[config.mk]
export PLATFORM = sky130hd
export DESIGN_NAME = seg14_drive
export DESIGN_NICKNAME = d
export VERILOG_FILES = /design/src/rtl/seg14_drive.sv
export SDC_FILE = /design/constraint.sdc
export NUM_CORES = 1
export LEC_CHECK = 0
export CAP_MARGIN = 20
export CORE_ASPECT_RATIO = 0.7
export CORE_MARGIN = 4
export CORE_UTILIZATION = 55
export CTS_CLUSTER_DIAMETER = 40
export DETAILED_ROUTE_END_ITERATION = 6
export PLACE_DENSITY = 0.82
export SKIP_LAST_GASP = 1
export SYNTH_ARGS = -nofsm -noshare
export SYNTH_HDL_FRONTEND = slang
export SYNTH_SLANG_ARGS = --single-unit
[constraint.sdc]
create_clock -name clk -period 8 [get_ports clk]
set_input_delay 1.6 -clock clk [delete_from_list [all_inputs] [get_ports clk]]
set_output_delay 1.6 -clock clk [all_outputs]
set_load 0.01 [all_outputs]
[src/rtl/seg14_drive.sv]
// rtl/seg14_drive.sv - blanking, PWM and select-checking output driver for a 12-digit 14-segment display
//
// Sits after the digit scanner and drives the display pins. Each digit change
// is preceded by BLANK_CYC dark cycles. Segments are gated by a 16-step PWM.
// Selects with two or more bits set are rejected, and a one-cycle frame marker
// is raised when digit 0 lights.
//
// Optional feature macro: SEG14_STALL_GUARD_EN
//   When defined, a digit held ON for STALL_LIMIT cycles is forced dark and
//   `stall` is raised. When undefined, `stall` is tied low and no counter exists.
//
// Parameters:
//   BLANK_CYC   - dark cycles per digit change (1..15)
//   STALL_LIMIT - ON cycles before the stall guard trips
//
// Ports:
//   clk        - clock, rising edge
//   rst_n      - synchronous active-low reset
//   en         - driver enable, 0 forces dark and forgets the current digit
//   sel_in     - one-hot or zero digit select from the scanner
//   segm_in    - active-high segment pattern from the scanner
//   bright     - PWM duty in sixteenths
//   sel_out    - registered digit drive
//   segm_out   - registered segment drive
//   frame_tick - one-cycle pulse in the first ON cycle of digit 0
//   fault      - sticky, an illegal select was seen
//   stall      - stall guard tripped

module seg14_drive #(
    parameter int BLANK_CYC   = 2,
    parameter int STALL_LIMIT = 4096
) (
    input  logic        clk,
    input  logic        rst_n,
    input  logic        en,
    input  logic [11:0] sel_in,
    input  logic [13:0] segm_in,
    input  logic [3:0]  bright,
    output logic [11:0] sel_out,
    output logic [13:0] segm_out,
    output logic        frame_tick,
    output logic        fault,
    output logic        stall
);

    typedef enum logic [1:0] {
        IDLE  = 2'd0,
        BLANK = 2'd1,
        ON    = 2'd2
    } state_t;

    localparam logic [3:0] BLANK_LOAD = 4'(BLANK_CYC - 1);

    state_t      state, state_n;
    logic [11:0] cur_sel, cur_sel_n;
    logic [11:0] pend_sel, pend_sel_n;
    logic [13:0] seg_q, seg_q_n;
    logic [3:0]  pwm_cnt, pwm_cnt_n;
    logic [3:0]  blank_cnt, blank_cnt_n;
    logic [11:0] sel_out_n;
    logic [13:0] segm_out_n;
    logic        frame_tick_n;
    logic        fault_n;

`ifdef SEG14_STALL_GUARD_EN
    localparam int SCW = (STALL_LIMIT > 2) ? $clog2(STALL_LIMIT) : 1;
    localparam logic [SCW-1:0] STALL_LAST = SCW'(STALL_LIMIT - 1);

    logic [SCW-1:0] stall_cnt, stall_cnt_n;
    logic           stall_r, stall_n;

    assign stall = stall_r;
`else
    logic unused_stall_limit;

    assign unused_stall_limit = |32'(STALL_LIMIT);
    assign stall              = 1'b0;
`endif

    // Classify the select: zero, exactly one bit (valid), or more (illegal).
    logic sel_zero;
    logic sel_valid;
    logic sel_illegal;

    assign sel_zero    = (sel_in == 12'h000);
    assign sel_valid   = !sel_zero && ((sel_in & (sel_in - 12'd1)) == 12'h000);
    assign sel_illegal = !sel_zero && !sel_valid;

    always_comb begin
        state_n      = state;
        cur_sel_n    = cur_sel;
        pend_sel_n   = pend_sel;
        seg_q_n      = seg_q;
        pwm_cnt_n    = pwm_cnt;
        blank_cnt_n  = blank_cnt;
        fault_n      = fault;
        sel_out_n    = 12'h000;
        segm_out_n   = 14'h0000;
        frame_tick_n = 1'b0;
`ifdef SEG14_STALL_GUARD_EN
        stall_cnt_n  = stall_cnt;
        stall_n      = stall_r;
`endif

        if (!en) begin
            // Forgetting cur_sel makes the same digit relight through BLANK.
            state_n   = IDLE;
            cur_sel_n = 12'h000;
        end else if (sel_illegal) begin
            fault_n = 1'b1;
            state_n = IDLE;
        end else begin
            case (state)
                IDLE: begin
                    if (sel_valid && (sel_in != cur_sel)) begin
                        state_n     = BLANK;
                        pend_sel_n  = sel_in;
                        blank_cnt_n = BLANK_LOAD;
`ifdef SEG14_STALL_GUARD_EN
                        stall_n     = 1'b0;
`endif
                    end
                end

                BLANK: begin
                    if (sel_zero) begin
                        state_n = IDLE;
                    end else if (sel_in != pend_sel) begin
                        // Scanner moved on before the gap finished: restart it.
                        pend_sel_n  = sel_in;
                        blank_cnt_n = BLANK_LOAD;
                    end else if (blank_cnt == 4'd0) begin
                        // Go live: the first ON cycle uses PWM count 0.
                        state_n      = ON;
                        cur_sel_n    = pend_sel;
                        seg_q_n      = segm_in;
                        pwm_cnt_n    = 4'd0;
                        sel_out_n    = pend_sel;
                        segm_out_n   = (bright != 4'd0) ? segm_in : 14'h0000;
                        frame_tick_n = (pend_sel == 12'h001);
`ifdef SEG14_STALL_GUARD_EN
                        stall_cnt_n  = '0;
`endif
                    end else begin
                        blank_cnt_n = blank_cnt - 4'd1;
                    end
                end

                ON: begin
                    if (sel_zero) begin
                        state_n = IDLE;
`ifdef SEG14_STALL_GUARD_EN
                    end else if (stall_cnt == STALL_LAST) begin
                        state_n = IDLE;
                        stall_n = 1'b1;
`endif
                    end else if (sel_in != cur_sel) begin
                        state_n     = BLANK;
                        pend_sel_n  = sel_in;
                        blank_cnt_n = BLANK_LOAD;
`ifdef SEG14_STALL_GUARD_EN
                        stall_n     = 1'b0;
`endif
                    end else begin
                        pwm_cnt_n  = pwm_cnt + 4'd1;
                        sel_out_n  = cur_sel;
                        segm_out_n = (pwm_cnt_n < bright) ? seg_q : 14'h0000;
`ifdef SEG14_STALL_GUARD_EN
                        stall_cnt_n = stall_cnt + 1'b1;
`endif
                    end
                end

                default: begin
                    state_n = IDLE;
                end
            endcase
        end
    end

    always_ff @(posedge clk) begin
        if (!rst_n) begin
            state      <= IDLE;
            cur_sel    <= 12'h000;
            pend_sel   <= 12'h000;
            seg_q      <= 14'h0000;
            pwm_cnt    <= 4'd0;
            blank_cnt  <= 4'd0;
            sel_out    <= 12'h000;
            segm_out   <= 14'h0000;
            frame_tick <= 1'b0;
            fault      <= 1'b0;
`ifdef SEG14_STALL_GUARD_EN
            stall_cnt  <= '0;
            stall_r    <= 1'b0;
`endif
        end else begin
            state      <= state_n;
            cur_sel    <= cur_sel_n;
            pend_sel   <= pend_sel_n;
            seg_q      <= seg_q_n;
            pwm_cnt    <= pwm_cnt_n;
            blank_cnt  <= blank_cnt_n;
            sel_out    <= sel_out_n;
            segm_out   <= segm_out_n;
            frame_tick <= frame_tick_n;
            fault      <= fault_n;
`ifdef SEG14_STALL_GUARD_EN
            stall_cnt  <= stall_cnt_n;
            stall_r    <= stall_n;
`endif
        end
    end

endmodule

### Clock nets

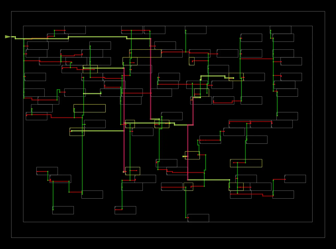
clock buffer count in the final layout: 9
power in the clock group: 0.000354 W
clock network latency to the later pin of the worst-skew pair: 0.36 ns
TritonCTS Buffers: 9
CTS sink cnt: 76

### Cell classes on the final placement

Bar = 20 µm.
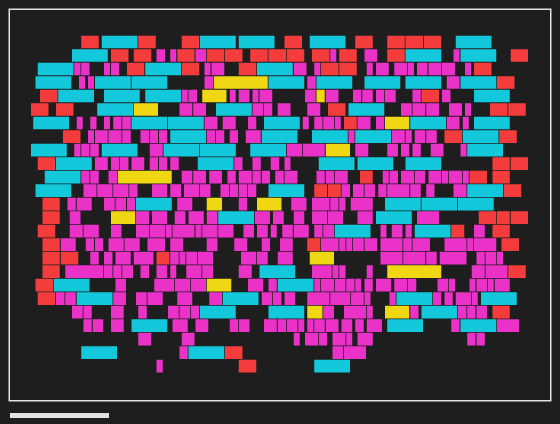
other buffers and delay cells: marked red, cells 68. clock drivers and dummy loads: marked yellow, cells 15. all other logic: marked magenta, cells 339. flip-flops: marked cyan, cells 76.

### Supply network

Pins as bars on the die edge. Tap cells in grey.
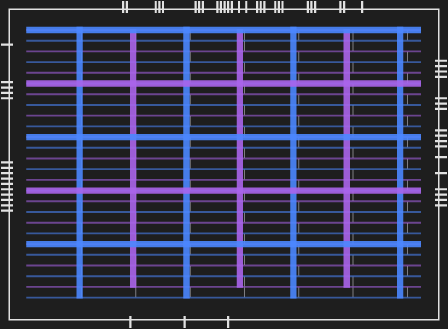
VSS: marked blue. VDD: marked purple.
62 signal pins sit on the boundary. The core has 25 rows. 26 met1 rails follow the rows.

### Clock wires, drivers and flops

Bar = 20 µm.
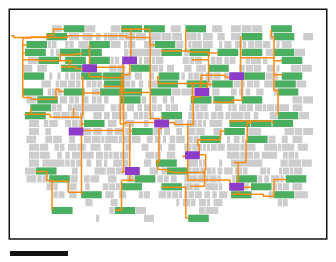
flip-flops: marked green, count 76. clock wires: marked orange, length 939 µm. cells driving clock nets: marked purple, count 9.
There are 10 routed clock nets.

==> results_dict.tcl <==
# place-and-route summary
set metrics [dict create \
    drc 0 \
    synth_seq_share 0.389 \
    run_status "complete, no violations" \
    cts_post_setup_buffers_inserted 0 \
    cpMaxStageDelayCell "nand3_1" \
    start_kind "input port" \
    detail_route.wirelength.met1_um 4900 \
    seq_area_frac 0.322 \
    busiest_layer "met2" \
    nonClockBufferCount 68 \
    via_per_inst 6.53 \
    synth.top_cells.by_area "dfxtp_1 39%, nand4_1 6.1%, a21oi_1 5.9%, o31ai_1 5.4%, a22oi_1 5.2%" \
    worstPathCellList "clkdlybuf4s50_1 -> nor4_4 -> or3b_1 -> and3_4 -> nor3_2 -> buf_4 -> nand3_1 -> nor2_1" \
    port_buffers 60 \
    final_core_utilization 0.692 \
    worst_slew_margin_rel 0.321 \
    post-route-worst-setup-slack_ns 3.19 \
    preCtsSetupSlack_ns 2.94 \
    synthAoiAreaFrac 0.236 \
    path_class "input port to flop" \
    swShare 0.224 \
    rsz0062_at_grt "no" \
    final.setup_skew_ns 0.00842 \
    clock.fmax_ghz 0.208 \
    yosys_warnings 0 \
    n_multi_input_combinational_cell 328 \
    netSwitchingPower_w 0.000175 \
    arrival_ns 5.07 \
    worst_hold_path_type "flop to flop" \
    common_cells "76 x dfxtp_1, 46 x a21oi_1, 38 x nand4_1, 38 x nor2_1, 33 x clkbuf_1" \
    fillers 542 \
    fin_tns_setup_ns 0 \
    r2r_cells 6 \
    netlist_area_um2 3910 \
    power.sequential.total_w 0.000378 \
    globalRouteTotalUtil 0.267 \
    dominant_power_group "sequential cells" \
    detail_route.first_pass.iterations 6 \
    multiInputGateArea_um2 2140 \
    gpl.final_weighted_congestion 1.05 \
    comb_cell_power_w 0.0000490 \
    startpoint "sel_in[3]" \
    critical_path_cell_count 8 \
    dp.cells 577 \
    time_the_final_worst_path_needs_with_i_o_delays_and_setup_ns 4.81 \
    worst-path-buf-inv 2 \
    cell_family_with_the_largest_share_of_critical_path_delay "simple AND/OR/NAND/NOR gates" \
    average_wire_length_per_cell_after_detail_routing_um 18.9 \
    critPathCaptureType "flop" \
    ff_latch_area_um2 1520 \
    route.met3.wl_um 1140 \
    final_layout_top_logic_cell "dfxtp_1" \
    synth.cellmix.adderShare 0.0320 \
    final_net_count 537 \
    drtAntennaViolNets 0 \
    yosys-dominant-comb-family "AND-OR/OR-AND gates" \
    starting_utilization_of_the_core_area 0.573 \
    drt_iter0_markers 447 \
    power.ir.vdd_worst_v 0.000111 \
    fin_crit_sh 0.601 \
    ys.flop_type "dfxtp_1" \
    detailroute.wirelength.met2_um 4900 \
    count_of_state_elements_after_synthesis 76 \
    rrSetupSlack_ns 5.06 \
    cp_max_fo 31 \
    most-common-layout-cells "76 x dfxtp_1, 60 x clkdlybuf4s50_1, 46 x a21oi_1, 38 x nor2_1, 38 x nand4_1" \
    tapcell.inserted 94 \
    grt_pass1_wl_um 18100 \
    ff_count 76 \
    synth.distinct_cells 56 \
    cellInternalPower_w 0.000607 \
    timing.hold.worst_path_depth 2 \
    grt-ovfl-total 0 \
    placedInstanceArea_um2 4480 \
    dominant-cell-class "multi-input combinational cells" \
    cts.clk_slew.worst_paths_ns 0.08 \
    antenna_found_initial 0 \
    avgSynthCellArea_um2 8.46 \
    drt_wl_total_um 11200 \
    power_density_nw_per_um2 166 \
    core_area_um2 6820 \
    final-setup-viol-count 0 \
    hold-path-endpoint "seg_q[12]" \
    global_route.usage.met3 0.0641 \
    ctsResizeCount 0 \
    biggestRegsByFlops "seg_q (14), segm_out (14)" \
    drive_above_1_share 0.0723 \
    power_frac_seq 0.484 \
    layout.buffer.nonclock.area_share 0.140 \
    grt_start_max_net_pins 37 \
    dieArea_um2 8540 \
    synth.largest_area_cell "dfxtp_1" \
    layout.clock.cell_area_share 0.0501 \
    crit_end "segm_out[0]" \
    total_power_w 0.000782 \
    post_synth_inst_count 462 \
    flow.area_growth_from_synthesis_pct 20.8 \
    postSynth.asyncResetShare 0 \
    gr-usage-met2 0.398 \
    clock_tree.htree_level_count 3 \
    clockRootBuffer "clkbuf_8" \
    synth-cells-yosys 462 \
    route.vias.total 3865 \
    clk_path_buf_depth 2 \
    die-width_um 109 \
]
No activity file was given, so power comes from the tool's default toggle rates.
